### src/rtl/acc_pkg.sv
// Shared definitions for the matrix accelerator APB front-end: address map,
// CTRL command codes, FSM state encoding and the STATUS register layout.
package acc_pkg;

  localparam int unsigned ADDR_CTRL    = 32'h000;
  localparam int unsigned ADDR_STATUS  = 32'h004;
  localparam int unsigned ADDR_IRQCLR  = 32'h008;
  localparam int unsigned ADDR_RESULT  = 32'h800;
  // Operand channel ch owns the 256 B window starting at 0x100*(ch+1).
  localparam int unsigned OP_WIN_SHIFT = 8;

  localparam int unsigned CTRL_START = 1;
  localparam int unsigned CTRL_ABORT = 2;

  typedef enum logic [1:0] {
    ST_IDLE = 2'd0,
    ST_LOAD = 2'd1,
    ST_RUN  = 2'd2,
    ST_DONE = 2'd3
  } state_e;

  typedef struct packed {
    logic [7:0] rsvd_hi;
    logic [7:0] full_mask;
    logic [7:0] res_count;
    logic [4:0] rsvd_lo;
    logic       done;
    logic [1:0] state;
  } status_t;

  function automatic int unsigned idx_w(input int unsigned n);
    return (n > 1) ? $clog2(n) : 1;
  endfunction

endpackage

### src/rtl/acc_apb_frontend_if.sv
// APB3 completer-side bundle for the accelerator front-end.
interface acc_apb_frontend_if #(
  parameter int unsigned ADDR_W = 12
);
  logic [ADDR_W-1:0] PADDR;
  logic [31:0]       PWDATA;
  logic              PWRITE;
  logic              PSEL;
  logic              PENABLE;
  logic [31:0]       PRDATA;
  logic              PREADY;
  logic              PSLVERR;

  modport master (output PADDR, PWDATA, PWRITE, PSEL, PENABLE,
                  input  PRDATA, PREADY, PSLVERR);
  modport slave  (input  PADDR, PWDATA, PWRITE, PSEL, PENABLE,
                  output PRDATA, PREADY, PSLVERR);
endinterface

### src/rtl/acc_res_fifo.sv
// Synchronous result FIFO with occupancy count and single-cycle flush.
module acc_res_fifo #(
  parameter int unsigned DEPTH = 16,
  parameter int unsigned W     = 32
) (
  input  logic                   clk,
  input  logic                   rst_n,
  input  logic                   push,
  input  logic [W-1:0]           push_data,
  input  logic                   pop,
  input  logic                   flush,
  output logic [W-1:0]           head,
  output logic [$clog2(DEPTH):0] count,
  output logic                   full,
  output logic                   empty
);
  localparam int unsigned AW = $clog2(DEPTH);
  localparam int unsigned CW = AW + 1;

  logic [W-1:0]  mem [DEPTH];
  logic [AW-1:0] wr_ptr;
  logic [AW-1:0] rd_ptr;
  logic          do_push;
  logic          do_pop;

  assign full    = (count == CW'(DEPTH));
  assign empty   = (count == '0);
  assign do_push = push && !full;
  assign do_pop  = pop && !empty;
  assign head    = mem[rd_ptr];

  always_ff @(posedge clk) begin
    if (do_push) mem[wr_ptr] <= push_data;
  end

  // Pointers wrap naturally because DEPTH is a power of two.
  always_ff @(posedge clk) begin
    if (!rst_n || flush) begin
      wr_ptr <= '0;
      rd_ptr <= '0;
      count  <= '0;
    end else begin
      if (do_push) wr_ptr <= wr_ptr + AW'(1);
      if (do_pop)  rd_ptr <= rd_ptr + AW'(1);
      case ({do_push, do_pop})
        2'b10:   count <= count + CW'(1);
        2'b01:   count <= count - CW'(1);
        default: count <= count;
      endcase
    end
  end

endmodule

### src/rtl/acc_apb_frontend.sv
// APB front-end for the matrix accelerator: operand loading with back-pressure,
// load/run/done sequencing, clock-gate and start control, result FIFO readout.
module acc_apb_frontend
  import acc_pkg::*;
#(
  parameter int unsigned APB_ADDR_WIDTH = 12,
  parameter int unsigned NUM_CH         = 2,
  parameter int unsigned WORDS_PER_CH   = 16,
  parameter int unsigned RES_DEPTH      = 16
) (
  input  logic                      HCLK,
  input  logic                      HRESETn,
  acc_apb_frontend_if.slave         apb,
  output logic                      clk_en_o,
  output logic                      start_o,
  input  logic                      done_i,
  output logic                      ld_valid_o,
  output logic [idx_w(NUM_CH)-1:0]  ld_ch_o,
  output logic [31:0]               ld_data_o,
  input  logic                      ld_ready_i,
  input  logic                      res_valid_i,
  input  logic [31:0]               res_data_i,
  output logic                      res_ready_o,
  output logic                      irq_o
);
  localparam int unsigned CH_W  = idx_w(NUM_CH);
  localparam int unsigned WIN_W = APB_ADDR_WIDTH - OP_WIN_SHIFT;
  localparam int unsigned CNT_W = $clog2(WORDS_PER_CH + 1);
  localparam int unsigned RC_W  = $clog2(RES_DEPTH) + 1;

  state_e              state_q, state_d;
  logic                clk_en_q, clk_en_d;
  logic                start_q, start_d;
  logic                settle_q, settle_d;
  logic                done_q, done_d;
  logic [CNT_W-1:0]    cnt_q [NUM_CH];
  logic [CNT_W-1:0]    cnt_d [NUM_CH];
  logic [NUM_CH-1:0]   full_mask;

  logic [APB_ADDR_WIDTH-1:0] paddr;
  logic [WIN_W-1:0]    win;
  logic [CH_W-1:0]     ch;
  logic                access, wr;
  logic                hit_ctrl, hit_status, hit_irqclr, hit_res, hit_op;
  logic                cmd_start, cmd_abort, start_ok, op_ok, legal;
  logic                do_start, do_abort, do_irqclr, do_pop, ld_hs;
  logic [31:0]         prdata;
  status_t             status;

  logic [31:0]         res_head;
  logic [RC_W-1:0]     res_count;
  logic                res_full, res_empty;

  // Address decode; HRESETn gating drops any transfer caught by reset.
  assign paddr      = apb.PADDR;
  assign win        = paddr[APB_ADDR_WIDTH-1:OP_WIN_SHIFT];
  assign ch         = CH_W'(win - WIN_W'(1));
  assign access     = apb.PSEL && apb.PENABLE && HRESETn;
  assign wr         = apb.PWRITE;
  assign hit_ctrl   = (paddr == APB_ADDR_WIDTH'(ADDR_CTRL));
  assign hit_status = (paddr == APB_ADDR_WIDTH'(ADDR_STATUS));
  assign hit_irqclr = (paddr == APB_ADDR_WIDTH'(ADDR_IRQCLR));
  assign hit_res    = (paddr == APB_ADDR_WIDTH'(ADDR_RESULT));
  assign hit_op     = (win >= WIN_W'(1)) && (win <= WIN_W'(NUM_CH));

  always_comb begin
    for (int i = 0; i < int'(NUM_CH); i++) full_mask[i] = (cnt_q[i] == CNT_W'(WORDS_PER_CH));
  end

  assign cmd_start = hit_ctrl && wr && (apb.PWDATA == 32'(CTRL_START));
  assign cmd_abort = hit_ctrl && wr && (apb.PWDATA == 32'(CTRL_ABORT));
  assign start_ok  = cmd_start && (state_q == ST_LOAD) && (&full_mask);
  assign op_ok     = hit_op && wr && ((state_q == ST_IDLE) || (state_q == ST_LOAD)) && !full_mask[ch];
  assign legal     = cmd_abort || start_ok || (hit_status && !wr) || (hit_irqclr && wr)
                     || op_ok || (hit_res && !wr && !res_empty);

  assign ld_valid_o  = access && op_ok;
  assign ld_ch_o     = ld_valid_o ? ch : '0;
  assign ld_data_o   = ld_valid_o ? apb.PWDATA : '0;
  assign ld_hs       = ld_valid_o && ld_ready_i;
  assign apb.PREADY  = access && (op_ok ? ld_ready_i : 1'b1);
  assign apb.PSLVERR = access && !legal;

  assign do_start  = apb.PREADY && start_ok;
  assign do_abort  = apb.PREADY && cmd_abort;
  assign do_irqclr = apb.PREADY && hit_irqclr && wr;
  assign do_pop    = apb.PREADY && hit_res && !wr && !res_empty;

  always_comb begin
    status           = '0;
    status.state     = state_q;
    status.done      = done_q;
    status.res_count = 8'(res_count);
    status.full_mask = 8'(full_mask);
  end

  always_comb begin
    prdata = '0;
    if (access && !wr && legal) begin
      if (hit_status)   prdata = status;
      else if (hit_res) prdata = res_head;
    end
  end
  assign apb.PRDATA = prdata;

  always_ff @(posedge HCLK) begin
    if (!HRESETn) begin
      state_q  <= ST_IDLE;
      clk_en_q <= 1'b0;
      start_q  <= 1'b0;
      settle_q <= 1'b0;
      done_q   <= 1'b0;
      for (int i = 0; i < int'(NUM_CH); i++) cnt_q[i] <= '0;
    end else begin
      state_q  <= state_d;
      clk_en_q <= clk_en_d;
      start_q  <= start_d;
      settle_q <= settle_d;
      done_q   <= done_d;
      cnt_q    <= cnt_d;
    end
  end

  // Start raises the gate first; the start pulse follows one settle cycle later.
  always_comb begin
    state_d  = state_q;
    clk_en_d = clk_en_q;
    start_d  = 1'b0;
    settle_d = 1'b0;
    done_d   = done_q;
    cnt_d    = cnt_q;
    if (do_abort) begin
      state_d  = ST_IDLE;
      clk_en_d = 1'b0;
      done_d   = 1'b0;
      for (int i = 0; i < int'(NUM_CH); i++) cnt_d[i] = '0;
    end else begin
      case (state_q)
        ST_IDLE, ST_LOAD: begin
          if (ld_hs) begin
            cnt_d[ch] = cnt_q[ch] + CNT_W'(1);
            state_d   = ST_LOAD;
          end
          if (do_start) begin
            state_d  = ST_RUN;
            clk_en_d = 1'b1;
            settle_d = 1'b1;
          end
        end
        ST_RUN: begin
          start_d = settle_q && !done_i;
          if (done_i) begin
            state_d  = ST_DONE;
            clk_en_d = 1'b0;
            done_d   = 1'b1;
          end
        end
        ST_DONE: begin
          if (do_irqclr) begin
            state_d = ST_IDLE;
            done_d  = 1'b0;
            for (int i = 0; i < int'(NUM_CH); i++) cnt_d[i] = '0;
          end
        end
        default: state_d = ST_IDLE;
      endcase
    end
  end

  assign clk_en_o    = clk_en_q;
  assign start_o     = start_q;
  assign irq_o       = done_q;
  assign res_ready_o = HRESETn && !res_full;

  acc_res_fifo #(
    .DEPTH (RES_DEPTH),
    .W     (32)
  ) u_res_fifo (
    .clk       (HCLK),
    .rst_n     (HRESETn),
    .push      (res_valid_i && res_ready_o),
    .push_data (res_data_i),
    .pop       (do_pop),
    .flush     (do_abort),
    .head      (res_head),
    .count     (res_count),
    .full      (res_full),
    .empty     (res_empty)
  );

endmodule

### src/flat_wrapper.sv
// flat-port wrapper written by rule: the top's interface ports become plain ports
module acc_apb_frontend_flat import acc_pkg::*;
#(
  parameter int unsigned APB_ADDR_WIDTH = 12,
  parameter int unsigned NUM_CH         = 2,
  parameter int unsigned WORDS_PER_CH   = 16,
  parameter int unsigned RES_DEPTH      = 16
)
  (HCLK, HRESETn, clk_en_o, start_o, done_i, ld_valid_o, ld_ch_o, ld_data_o, ld_ready_i, res_valid_i, res_data_i, res_ready_o, irq_o, apb_PADDR, apb_PWDATA, apb_PWRITE, apb_PSEL, apb_PENABLE, apb_PRDATA, apb_PREADY, apb_PSLVERR);
  acc_apb_frontend_if #(.ADDR_W(12)) apb_i ();
  input  logic HCLK;
  input  logic HRESETn;
  output logic clk_en_o;
  output logic start_o;
  input  logic done_i;
  output logic ld_valid_o;
  output logic [idx_w(NUM_CH)-1:0] ld_ch_o;
  output logic [31:0] ld_data_o;
  input  logic ld_ready_i;
  input  logic res_valid_i;
  input  logic [31:0] res_data_i;
  output logic res_ready_o;
  output logic irq_o;
  input wire logic [$bits(apb_i.PADDR)-1:0] apb_PADDR;
  input wire logic [$bits(apb_i.PWDATA)-1:0] apb_PWDATA;
  input wire logic [$bits(apb_i.PWRITE)-1:0] apb_PWRITE;
  input wire logic [$bits(apb_i.PSEL)-1:0] apb_PSEL;
  input wire logic [$bits(apb_i.PENABLE)-1:0] apb_PENABLE;
  output wire logic [$bits(apb_i.PRDATA)-1:0] apb_PRDATA;
  output wire logic [$bits(apb_i.PREADY)-1:0] apb_PREADY;
  output wire logic [$bits(apb_i.PSLVERR)-1:0] apb_PSLVERR;
  assign apb_i.PADDR = apb_PADDR;
  assign apb_i.PWDATA = apb_PWDATA;
  assign apb_i.PWRITE = apb_PWRITE;
  assign apb_i.PSEL = apb_PSEL;
  assign apb_i.PENABLE = apb_PENABLE;
  assign apb_PRDATA = apb_i.PRDATA;
  assign apb_PREADY = apb_i.PREADY;
  assign apb_PSLVERR = apb_i.PSLVERR;
  acc_apb_frontend #(.APB_ADDR_WIDTH(APB_ADDR_WIDTH), .NUM_CH(NUM_CH), .WORDS_PER_CH(WORDS_PER_CH), .RES_DEPTH(RES_DEPTH)) u_core (.HCLK(HCLK), .HRESETn(HRESETn), .apb(apb_i), .clk_en_o(clk_en_o), .start_o(start_o), .done_i(done_i), .ld_valid_o(ld_valid_o), .ld_ch_o(ld_ch_o), .ld_data_o(ld_data_o), .ld_ready_i(ld_ready_i), .res_valid_i(res_valid_i), .res_data_i(res_data_i), .res_ready_o(res_ready_o), .irq_o(irq_o));
endmodule
### config.mk
export PLATFORM = sky130hd
export DESIGN_NAME = acc_apb_frontend_flat
export DESIGN_NICKNAME = d
export VERILOG_FILES = /design/src/rtl/acc_pkg.sv /design/src/rtl/acc_apb_frontend_if.sv /design/src/rtl/acc_res_fifo.sv /design/src/rtl/acc_apb_frontend.sv /design/src/flat_wrapper.sv
export SDC_FILE = /design/constraint.sdc
export NUM_CORES = 1
export LEC_CHECK = 0
export CAP_MARGIN = 20
export CELL_PAD_IN_SITES_DETAIL_PLACEMENT = 0
export CELL_PAD_IN_SITES_GLOBAL_PLACEMENT = 1
export CORE_MARGIN = 2
export CORE_UTILIZATION = 45
export CTS_CLUSTER_SIZE = 8
export DETAILED_ROUTE_END_ITERATION = 7
export PLACE_DENSITY = 0.82
export SETUP_SLACK_MARGIN = 0.2
export SKIP_CTS_REPAIR_TIMING = 1
export SYNTH_ARGS = -nofsm -noshare
export SYNTH_HDL_FRONTEND = slang
export SYNTH_HIERARCHICAL = 1
export SYNTH_SLANG_ARGS = --single-unit
### constraint.sdc
create_clock -name HCLK -period 8.8 [get_ports HCLK]
set_clock_uncertainty 0.15 [all_clocks]
set_input_delay 1.76 -clock HCLK [delete_from_list [all_inputs] [get_ports HCLK]]
set_output_delay 1.76 -clock HCLK [all_outputs]
set_load 0.02 [all_outputs]
Figure 1. M1 wires (run 1).
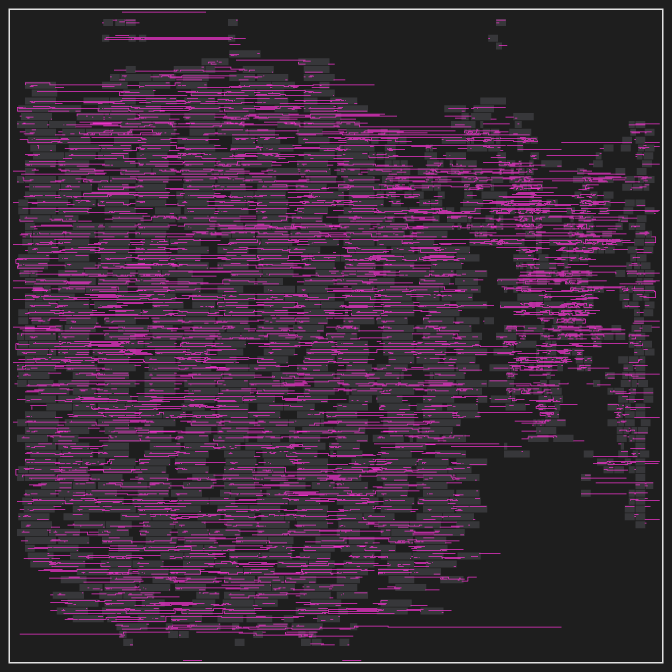
wire length on this layer: 20.4 mm
nets with wire on the layer: 1260
main direction: horizontal
share of all routed wire: 39%
met1 GRT Util: 26.72%
vias: 11690
final wirelength: 52780 µm

Figure 2. Signal wires on met2 (run 1).
The bar under the picture is 50 µm long.
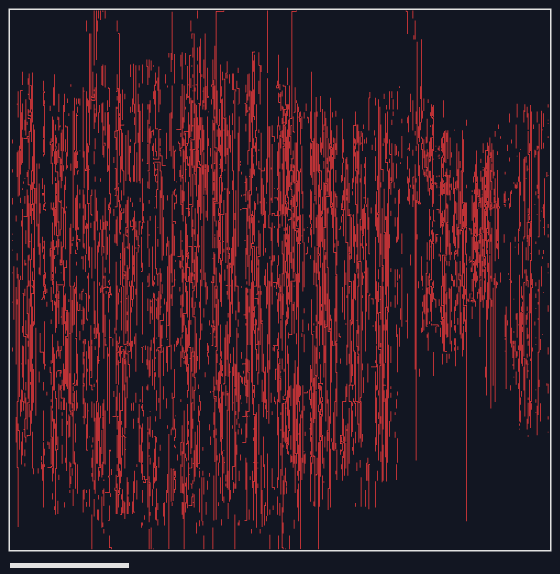
longest straight run: 109 µm
main direction: vertical
nets with wire on the layer: 1254
share of all routed wire: 49%

==> impl_metrics.py, run 1 <==
# Generated from Yosys and OpenROAD reports
metrics = {
    "synthesis": {
        "yosys-stat-cells": 1078,
        "ys.flop_type": "edfxtp_1",
        "yosys-stat-area_um2": 22180,
        "avgSynthCellArea_um2": 20.57,
        "synth_seq_share_pct": 72.30,
        "synth-edff-count": 512,
        "syn-num-nets": 1171,
        "synthArstFlopShare_pct": 0,
        "synth.cell_area_um2": 22180,
    },
    "critical_path": {
        "r2r_slack_ps": 4760,
        "cp_data_required_time_ps": 6890,
        "r2r_start": "u_core/cnt_q[0]",
        "r2r-end": "u_core/u_res_fifo/count[2]",
        "path_max_fanout": 22,
        "endpoint": "apb_PRDATA[4]",
        "crit_arrival_ps": 5490,
        "startpoint": "apb_PADDR[1]",
    },
    "drt": {
        "wire_per_inst_um": 26.75,
        "first_pass_iters": 5,
        "drc": 0,
    },
    "cells_and_area": {
        "nonClkBufAreaFrac_pct": 6.598,
        "finalInstanceArea_um2": 26780,
        "clock_cell_area_share_pct": 8.248,
        "combGateArea_um2": 5892,
        "fin_util_pct": 54.93,
        "num-nonclk-buffers": 182,
        "comb_share_pct": 22.00,
    },
    "power_and_ir_drop": {
        "clkPwrFrac_pct": 47.2,
        "maxPowerGroup": "sequential cells",
        "comb-power_w": 0.000147,
        "clock_power_w": 0.00270,
        "internal-power_w": 0.004619,
        "ir_drop_uv": 174.4,
    },
    "final_timing": {
        "holdWs_ps": 314.6,
        "finalSetupTns_ps": 0,
        "period_used_pct": 84.05,
        "max_freq_ghz": 0.1352,
        "tightest_slew_ps": 1096,
        "rsz0062_at_grt": "no",
        "slew_violations": 0,
    },
    "floorplan": {
        "ioPinCount": 156,
        "die_x_um": 226.0,
        "die_area_um2": 51080,
        "rows": 81,
        "fp_util_pct": 45.50,
        "n_tap_cell": 664,
        "coreArea_um2": 48750,
    },
    "outcome": {
        "status": "finished, final reports clean",
    },
    "grt": {
        "antenna_found_initial": 9,
        "overflow": 0,
        "top_usage_layer": "met2",
        "grt_pass1_vias": 11860,
    },
    "clocking": {
        "clock-sinks": 545,
        "clock_path_buffers": 3,
        "insertion_delay_ps": 580,
    },
    "worst_hold_path": {
        "min_from": "u_core/clk_en_o",
    },
    "place": {
        "gp_congestion": 0.8694,
        "io_buffers": 155,
    },
}
Figure 3. Metal 3 (run 1).
The bar under the picture is 50 µm long.
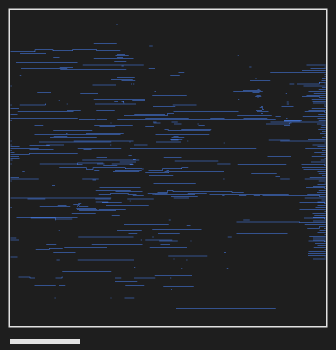
nets with wire on the layer: 216
longest straight run: 113 µm
main direction: horizontal
wire length on this layer: 4880 µm
M3 GR Usage: 5.035%

-- run 1: sequential cells by signal, indices dropped and copies added (netlist names), named ones only --
register and flops:
u_core/u_res_fifo/wr_ptr 4, u_core/irq_o 1, u_core/cnt_q 10, u_core/u_res_fifo/mem 512, u_core/settle_q 1, u_core/start_o 1
u_core/state_q 2, u_core/u_res_fifo/count 5, u_core/u_res_fifo/rd_ptr 4, u_core/clk_en_o 1
-- run 1: Yosys cell counts (3+ instances only) --
cell type	n	area, µm²
o2111ai_1	3	26.28
nand3b_1	3	22.52
o21a_1	4	30.03
and3_1	4	25.02
ha_1	9	112.6
or4_1	3	22.52
buf_1	7	26.28
a22oi_1	15	112.6
dfxtp_1	33	660.6
nand3_1	12	60.06
buf_6	16	180.2
mux4_1	28	735.7
and2_1	35	219.0
nand2b_1	9	56.30
nor4_1	10	62.56
or3_1	5	31.28
nor3b_1	24	180.2
mux4_2	132	2973
clkbuf_1	31	116.4
a21oi_1	9	45.04
mux2_2	3	33.78
nor2b_1	5	31.28
edfxtp_1	512	15370
o211ai_1	6	45.04
a211oi_1	11	82.58
nor3_1	13	65.06
a32oi_1	3	26.28
inv_1	7	26.28
buf_2	4	20.02
nand2_1	20	75.07
nor2_1	44	165.2
nor4b_1	3	26.28
xor2_1	10	87.58
mux2i_1	5	50.05
-- run 1: worst max-delay path, stage by stage --
cell and delay (ps):
clkdlybuf4s50_1 390, or4_1 600, or3_1 490, nor4_2 840, nand2_1 110, buf_4 320
nor3b_1 290, clkdlybuf4s50_1 660
-- run 1: kinds of logic after synthesis --
logic type,synth area share (%)
AOI/OAI and AO/OA,2.386
xor gates and xnor gates,0.4739
adders and majority gates,0.5077
buffers and inverters,1.726
DFF,72.30
muxes,17.10
and+or+nand+nor,5.506
Figure 4. Clock wiring as the flow saved it (run 1).
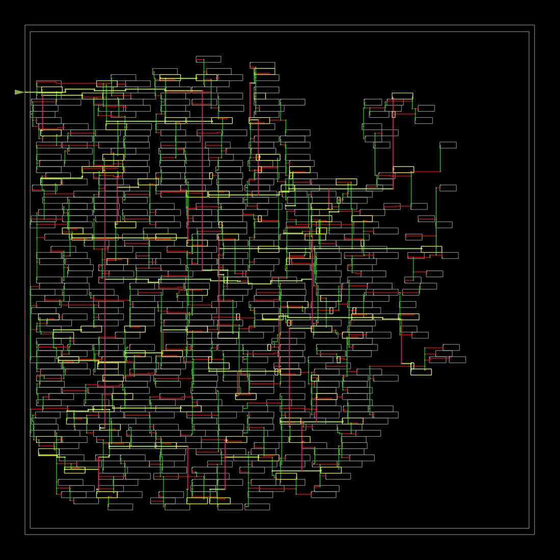

==> run 1 -> run 2 <==
--- a/config.mk
+++ b/config.mk
@@ -12,7 +12,7 @@
 export CORE_UTILIZATION = 45
 export CTS_CLUSTER_SIZE = 8
 export DETAILED_ROUTE_END_ITERATION = 7
-export PLACE_DENSITY = 0.82
+export PLACE_DENSITY = 0.85
 export SETUP_SLACK_MARGIN = 0.2
 export SKIP_CTS_REPAIR_TIMING = 1
 export SYNTH_ARGS = -nofsm -noshare
==> constraint.sdc (replaced) <==
create_clock -name HCLK -period 6.34 [get_ports HCLK]
set_clock_uncertainty 0.15 [all_clocks]
set_input_delay 1.268 -clock HCLK [delete_from_list [all_inputs] [get_ports HCLK]]
set_output_delay 1.268 -clock HCLK [all_outputs]
set_load 0.02 [all_outputs]
Figure 5. Clock wiring as the flow saved it (run 2).
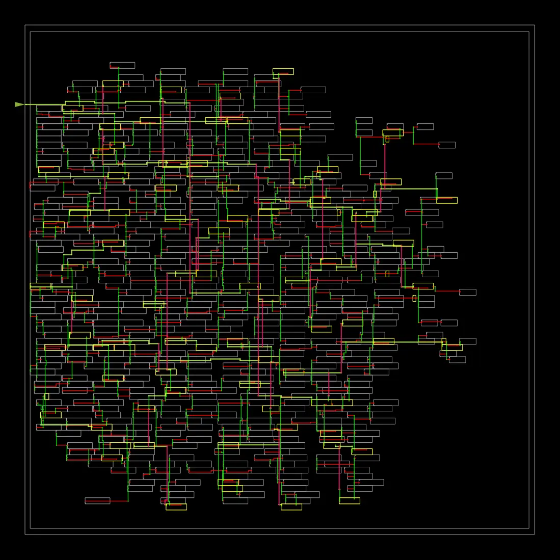
cts bufs inserted: 78
clk latency late pin: 590 ps
CTS Sinks: 545
Clock Power: 0.00363 W

==> run 2 against run 1 <==
Synthesized cell count is the same. Routed wire length shrank 0.41%. Cell area barely moved. Via count up 0.18%. Total power up 37%. Critical path depth stayed put. Critical path type unchanged. Largest power group unchanged.
==> impl_metrics.py, run 2 <==
# Generated from Yosys and OpenROAD reports
metrics = {
    "outcome": {
        "status": "finished, final reports clean",
    },
    "drt": {
        "viasPerCell": 5.961,
        "routed_wl_um": 52560,
        "wire_per_inst_um": 26.75,
        "first_pass_iters": 5,
        "vias": 11710,
        "drc": 0,
    },
    "synthesis": {
        "ys_sh_simple_pct": 5.506,
        "synth_seq_share_pct": 72.30,
        "yosys-stat-cells": 1078,
        "synth.distinct_cells": 66,
        "syn-num-nets": 1171,
        "topCellsByArea": "edfxtp_1 69%, mux4_2 13%, mux4_1 3.3%",
        "synthArstFlopShare_pct": 0,
        "synthMuxAreaShare_pct": 17.10,
        "synth-edff-count": 512,
        "synth.cell_area_um2": 22180,
        "adder_share_pct": 0.5077,
        "ys.flop_type": "edfxtp_1",
        "avgSynthCellArea_um2": 20.57,
        "yosys-stat-area_um2": 22180,
        "topCombFamilyByArea": "multiplexers",
        "yosys-top-cells-count": "512 x edfxtp_1, 132 x mux4_2, 44 x nor2_1, 35 x and2_1, 33 x dfxtp_1",
        "synthXorXnorAreaFrac_pct": 0.4739,
        "top_area_share_pct": 69.32,
        "largest_area_cell": "edfxtp_1",
    },
    "place": {
        "gp_congestion": 0.8721,
        "placed_cells": 1873,
        "io_buffers": 155,
    },
    "critical_path": {
        "r2r_start": "u_core/cnt_q[7]",
        "startpoint": "apb_PADDR[1]",
        "crit_type": "primary input to output pin",
        "crit_arrival_ps": 4540,
        "path_max_fanout": 19,
        "cp_data_required_time_ps": 4920,
    },
    "floorplan": {
        "rows": 81,
        "fp_util_pct": 45.50,
        "die_x_um": 226.0,
        "ioPinCount": 156,
        "coreArea_um2": 48750,
        "die_area_um2": 51080,
    },
    "grt": {
        "grt_pass1_vias": 12020,
        "antenna_found_initial": 4,
        "overflow": 0,
    },
    "power_and_ir_drop": {
        "clkPwrFrac_pct": 46.5,
        "ir_drop_uv": 275.8,
        "internal-power_w": 0.006255,
    },
    "final_timing": {
        "period_used_pct": 93.95,
        "setup_viol": 0,
        "max_freq_ghz": 0.1679,
        "holdWs_ps": 328.0,
        "slew_violations": 0,
        "rsz0062_at_grt": "no",
        "tightest_slew_ps": 994.8,
        "finalSetupTns_ps": 0,
    },
    "clocking": {
        "clock_path_buffers": 3,
        "clk_pin_slew_ps": 40,
        "htreeDepth": 3,
    },
    "cells_and_area": {
        "largest_reg_flops": 512,
        "drive_gt1_share_pct": 22.52,
        "fin_util_pct": 54.95,
        "reg_top3": "u_core/u_res_fifo/mem: 512 flops, u_core/cnt_q: 10 flops, u_core/u_res_fifo/count: 5 flops",
        "regMostFlops": "u_core/u_res_fifo/mem",
        "num-nets-final": 1382,
    },
    "worst_hold_path": {
        "min_from": "u_core/cnt_q[5]",
    },
    "flow_run": {
        "cap_violations": 0,
    },
}
Figure 6. Signal wires on met2 (run 2).
The bar under the picture is 50 µm long.
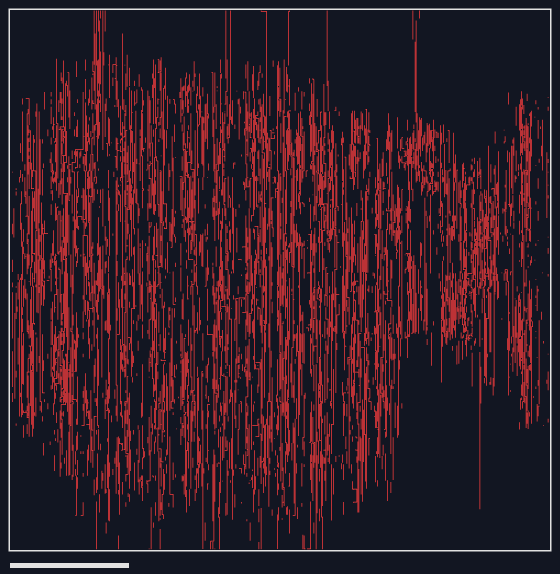
share of all routed wire: 50%
nets with wire on the layer: 1279
wire length on this layer: 26.3 mm

[run 2: cell counts after synthesis]
No cell type changed its count.
[run 2: power by group through the flow]
| stage | Combinational, W | Clock, W | Sequential, W |
|---|---|---|---|
| 2_1_floorplan | 0.0000680 | 0 | 0.00404 |
| 6_report | 0.000204 | 0.00363 | 0.00398 |
| 3_3_place_gp | 0.000196 | 0 | 0.00404 |
| 3_5_place_dp | 0.000204 | 0 | 0.00404 |
| 5_1_grt | 0.000220 | 0.00385 | 0.00397 |
| 4_1_cts | 0.000206 | 0.00369 | 0.00398 |
[run 2: final cells by class]
class	instances	area [µm²]	share of cell area [%]
clock buffer	83	1971	7.357
clock inverter	9	145.1	0.5419
inverter	8	30.03	0.1121
multi-input combinational	465	5892	22.00
sequential	545	16050	59.90
tap	664	830.8	3.102
timing repair buffer	191	1872	6.988
[run 2: worst max-delay path, cell delays in order]
cell and delay, ps:
clkdlybuf4s50_1 390, or4_1 550, or3_1 470, nor3_2 350
a311oi_4 290, buf_12 270, nor3b_1 270, clkdlybuf4s50_1 650
[run 2: per-layer routing]
metal / track usage (%) / routed length, µm
met2: 35.20 / 26290
met5: 0 / 34
met1: 27.52 / 20430
met3: 4.697 / 4694
met4: 6.323 / 1113
[run 2: final timing paths]
path	endpoint	slack [ps]	cells after the start
worst max-delay path	apb_PRDATA[4]	380	8
worst min-delay path	u_core/cnt_q[5]	330	2
worst max register to register	u_core/u_res_fifo/count[2]	2210	14
worst min register to register	u_core/cnt_q[5]	330	2
[run 2: logic make-up after synthesis]
family / after synthesis
AOI/OAI and AO/OA: 69
xor gates and xnor gates: 12
adders and majority gates: 9
buffers and inverters: 68
DFF: 545
muxes: 168
and+or+nand+nor: 207
Figure 7. M1 wires (run 2).
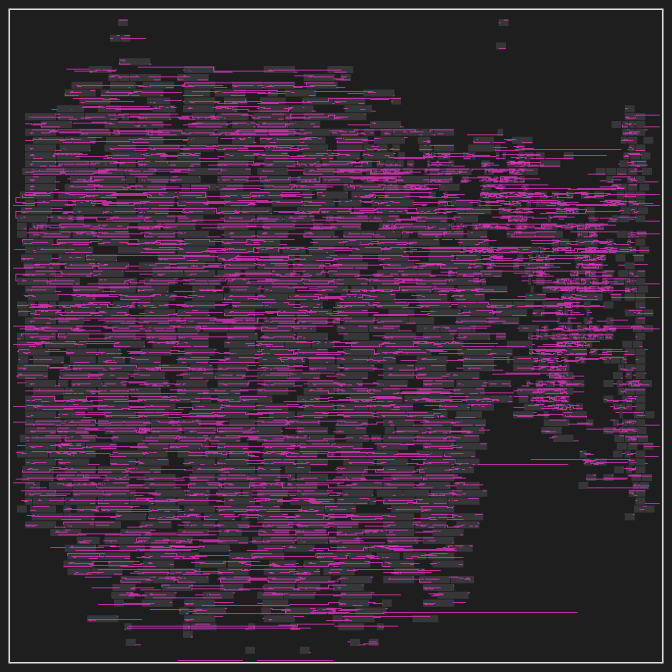

==> run 2 -> run 3 <==
--- a/config.mk
+++ b/config.mk
@@ -10,9 +10,11 @@
 export CELL_PAD_IN_SITES_GLOBAL_PLACEMENT = 1
 export CORE_MARGIN = 2
 export CORE_UTILIZATION = 45
+export CTS_BUF_LIST = sky130_fd_sc_hd__clkbuf_2 sky130_fd_sc_hd__clkbuf_4 sky130_fd_sc_hd__clkbuf_8
+export CTS_CLUSTER_DIAMETER = 80
 export CTS_CLUSTER_SIZE = 8
 export DETAILED_ROUTE_END_ITERATION = 7
-export PLACE_DENSITY = 0.85
+export PLACE_DENSITY = 0.82
 export SETUP_SLACK_MARGIN = 0.2
 export SKIP_CTS_REPAIR_TIMING = 1
 export SYNTH_ARGS = -nofsm -noshare
==> constraint.sdc (replaced) <==
create_clock -name HCLK -period 6.35 [get_ports HCLK]
set_clock_uncertainty 0.15 [all_clocks]
set_input_delay 1.27 -clock HCLK [delete_from_list [all_inputs] [get_ports HCLK]]
set_output_delay 1.27 -clock HCLK [all_outputs]
set_load 0.02 [all_outputs]
Figure 8. M1 wires (run 3).
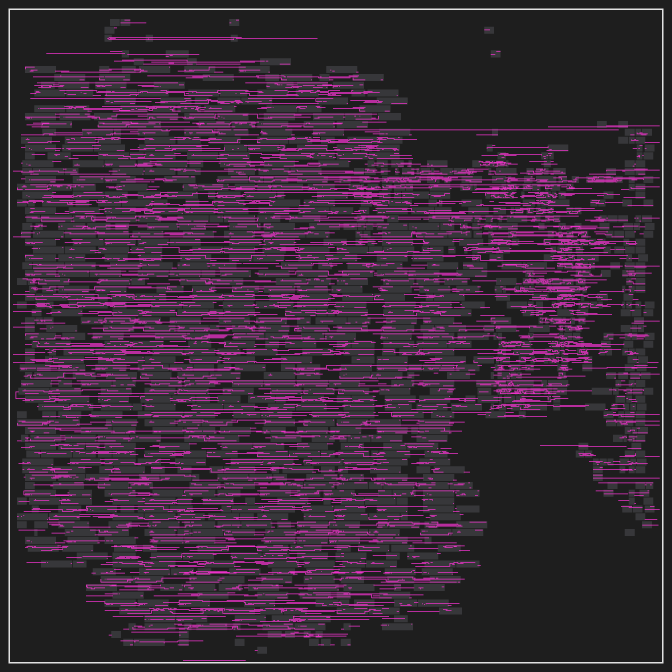
wire length on this layer: 20.3 mm
share of all routed wire: 41%
longest straight run: 116 µm
main direction: horizontal
nets with wire on the layer: 1257

Figure 9. Signal wires on met2 (run 3).
The bar under the picture is 50 µm long.
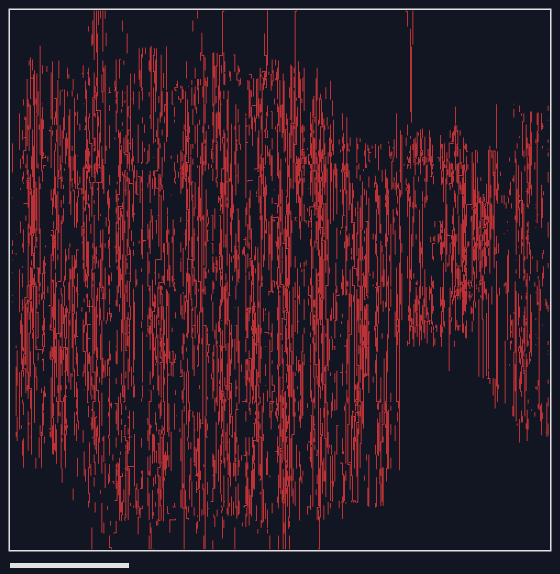
main direction: vertical
nets with wire on the layer: 1256
share of all routed wire: 49%
longest straight run: 94.5 µm
wire length on this layer: 24.6 mm
vias: 11500
final wirelength: 49930 µm

==> run 3 against run 2 <==
Die area did not move. Via count shrank 1.8%. Setup slack worse by 25 ps. Clock power is 34% lower. Synthesized cell count unchanged. Sequential power about the same. Critical endpoint is now apb_PRDATA[19]. Largest power group unchanged.
==> impl_metrics.py, run 3 <==
# Generated from Yosys and OpenROAD reports
metrics = {
    "place": {
        "io_buffers": 155,
        "placed_cells": 1871,
        "gp_congestion": 0.8149,
    },
    "grt": {
        "grt_pass1_vias": 11800,
        "top_usage_layer": "met2",
        "use_met1_pct": 26.66,
        "grt_util_met3_pct": 4.463,
        "met2_usage_pct": 32.99,
        "overflow": 0,
        "antenna_found_initial": 6,
    },
    "synthesis": {
        "synthMuxAreaShare_pct": 17.10,
        "synth.distinct_cells": 66,
        "yosys-stat-area_um2": 22180,
        "syn-num-nets": 1171,
        "topCellsByArea": "edfxtp_1 69%, mux4_2 13%, mux4_1 3.3%",
        "largest_area_cell": "edfxtp_1",
        "avgSynthCellArea_um2": 20.57,
        "adder_share_pct": 0.5077,
        "synth_seq_share_pct": 72.30,
        "synth.cell_area_um2": 22180,
        "synth-edff-count": 512,
        "synthArstFlopShare_pct": 0,
        "yosys-stat-cells": 1078,
        "synthXorXnorAreaFrac_pct": 0.4739,
        "yosys-top-cells-count": "512 x edfxtp_1, 132 x mux4_2, 44 x nor2_1, 35 x and2_1, 33 x dfxtp_1",
        "ys_sh_simple_pct": 5.506,
        "synth_top_cell_by_count": "edfxtp_1",
        "ys.flop_type": "edfxtp_1",
        "top_area_share_pct": 69.32,
        "topCombFamilyByArea": "multiplexers",
        "aoi_share_pct": 2.386,
    },
    "critical_path": {
        "crit_chain": "clkdlybuf4s50_1, or4_1, or3_1, nor3_4, a311oi_4, buf_12, nor3b_1, clkdlybuf4s50_1",
        "max_stage_delay_ps": 650,
        "cp_num_buf_inv": 3,
        "r2r-end": "u_core/u_res_fifo/count[2]",
        "r2r_start": "u_core/cnt_q[7]",
        "path_common_cell": "clkdlybuf4s50_1",
        "worst-r2r-cell-count": 14,
        "startpoint": "apb_PADDR[1]",
        "path_max_fanout": 16,
        "cpMaxStageDelayCell": "clkdlybuf4s50_1",
        "cp_data_required_time_ps": 4930,
        "r2r_slack_ps": 2260,
        "cp_top_family": "simple AND/OR/NAND/NOR gates",
        "cp.depth": 8,
        "crit_type": "primary input to output pin",
        "crit_arrival_ps": 4570,
    },
    "final_timing": {
        "period_used_pct": 94.34,
        "finalSetupTns_ps": 0,
        "max_freq_ghz": 0.1669,
        "rsz0062_at_grt": "no",
        "slew_violations": 0,
        "setup_viol": 0,
        "tightest_slew_ps": 1076,
    },
    "floorplan": {
        "coreArea_um2": 48750,
        "die_x_um": 226.0,
        "rows": 81,
        "ioPinCount": 156,
        "die_area_um2": 51080,
    },
    "outcome": {
        "status": "finished, final reports clean",
    },
    "cells_and_area": {
        "drive_gt1_share_pct": 23.07,
        "finalInstanceArea_um2": 25950,
        "reg_top3": "u_core/u_res_fifo/mem: 512 flops, u_core/cnt_q: 10 flops, u_core/u_res_fifo/count: 5 flops",
        "combGateArea_um2": 5898,
        "largest_reg_flops": 512,
        "regMostFlops": "u_core/u_res_fifo/mem",
        "num-nets-final": 1381,
    },
    "drt": {
        "wire_per_inst_um": 25.33,
        "first_pass_iters": 5,
        "viasPerCell": 5.836,
    },
    "power_and_ir_drop": {
        "p_per_area_nw_per_um2": 253.1,
        "ir_drop_uv": 189.7,
        "clkPwrFrac_pct": 36.6,
        "internal-power_w": 0.005250,
    },
    "clocking": {
        "insertion_delay_ps": 620,
        "clock_path_buffers": 3,
        "htreeDepth": 3,
        "cts_buffers": 78,
        "clock-sinks": 545,
    },
    "worst_hold_path": {
        "holdPathStages": 2,
        "min_to": "u_core/clk_en_o",
        "min_from": "u_core/clk_en_o",
    },
    "flow_run": {
        "cap_violations": 0,
    },
}
==> run 3: power groups by stage <==
stage	registers [W]	logic, W	clock network, W
after floorplan	0.00403	0.0000679	0
after global placement	0.00403	0.000200	0
after detailed placement	0.00403	0.000206	0
after CTS	0.00396	0.000207	0.00247
after global routing	0.00396	0.000221	0.00261
final	0.00396	0.000205	0.00241
==> run 3: stage by stage <==
stage,hold slack [ps],setup WS [ps],utilization [%]
final,331.6,359.2,53.24
after global routing,367.7,245.8,53.23
after CTS,332.6,270.5,53.20
after detailed placement,321.8,277.9,50.63
after global placement,314.9,398.4,50.63
after floorplan,291.7,1008,-
==> run 3: worst reg2reg max path, cell delays in order (launching register included) <==
cell and delay (ps):
dfxtp_1 340, or3_1 430, o211ai_1 360, nand2_1 210
a21o_1 260, nor4b_1 300, buf_4 200, o21ai_2 100
inv_1 80, ha_1 450, xor2_1 130, ha_1 240
o21a_1 200, or4_1 390, a21oi_1 140
==> run 3: area by class of cell <==
cell class | instances | area share (%)
Timing Repair Buffer | 190 | 7.280
Clock inverter | 6 | 0.2411
Clock buffer | 91 | 4.585
Tap cell | 664 | 3.201
Sequential cell | 545 | 61.83
Multi-Input combinational cell | 465 | 22.73
Antenna cell | 2 | 0.01929
Inverter | 8 | 0.1157
==> run 3: cells by family after synthesis <==
logic type / after synthesis
multiplexers: 168
flip-flops: 545
AND/OR/NAND/NOR: 207
adder cells (fa/ha/maj): 9
AND-OR/OR-AND: 69
buffers and inverters: 68
XOR/XNOR: 12
==> run 3: layer usage <==
layer / up-vias / part of all wire [%]
li1: 4926 / -
met1: 5951 / 41
met2: 532 / 49
met3: 85 / 8.2
met4: 8 / 1.8
met5: - / 0.092
No activity file was given, so power comes from the tool's default toggle rates.
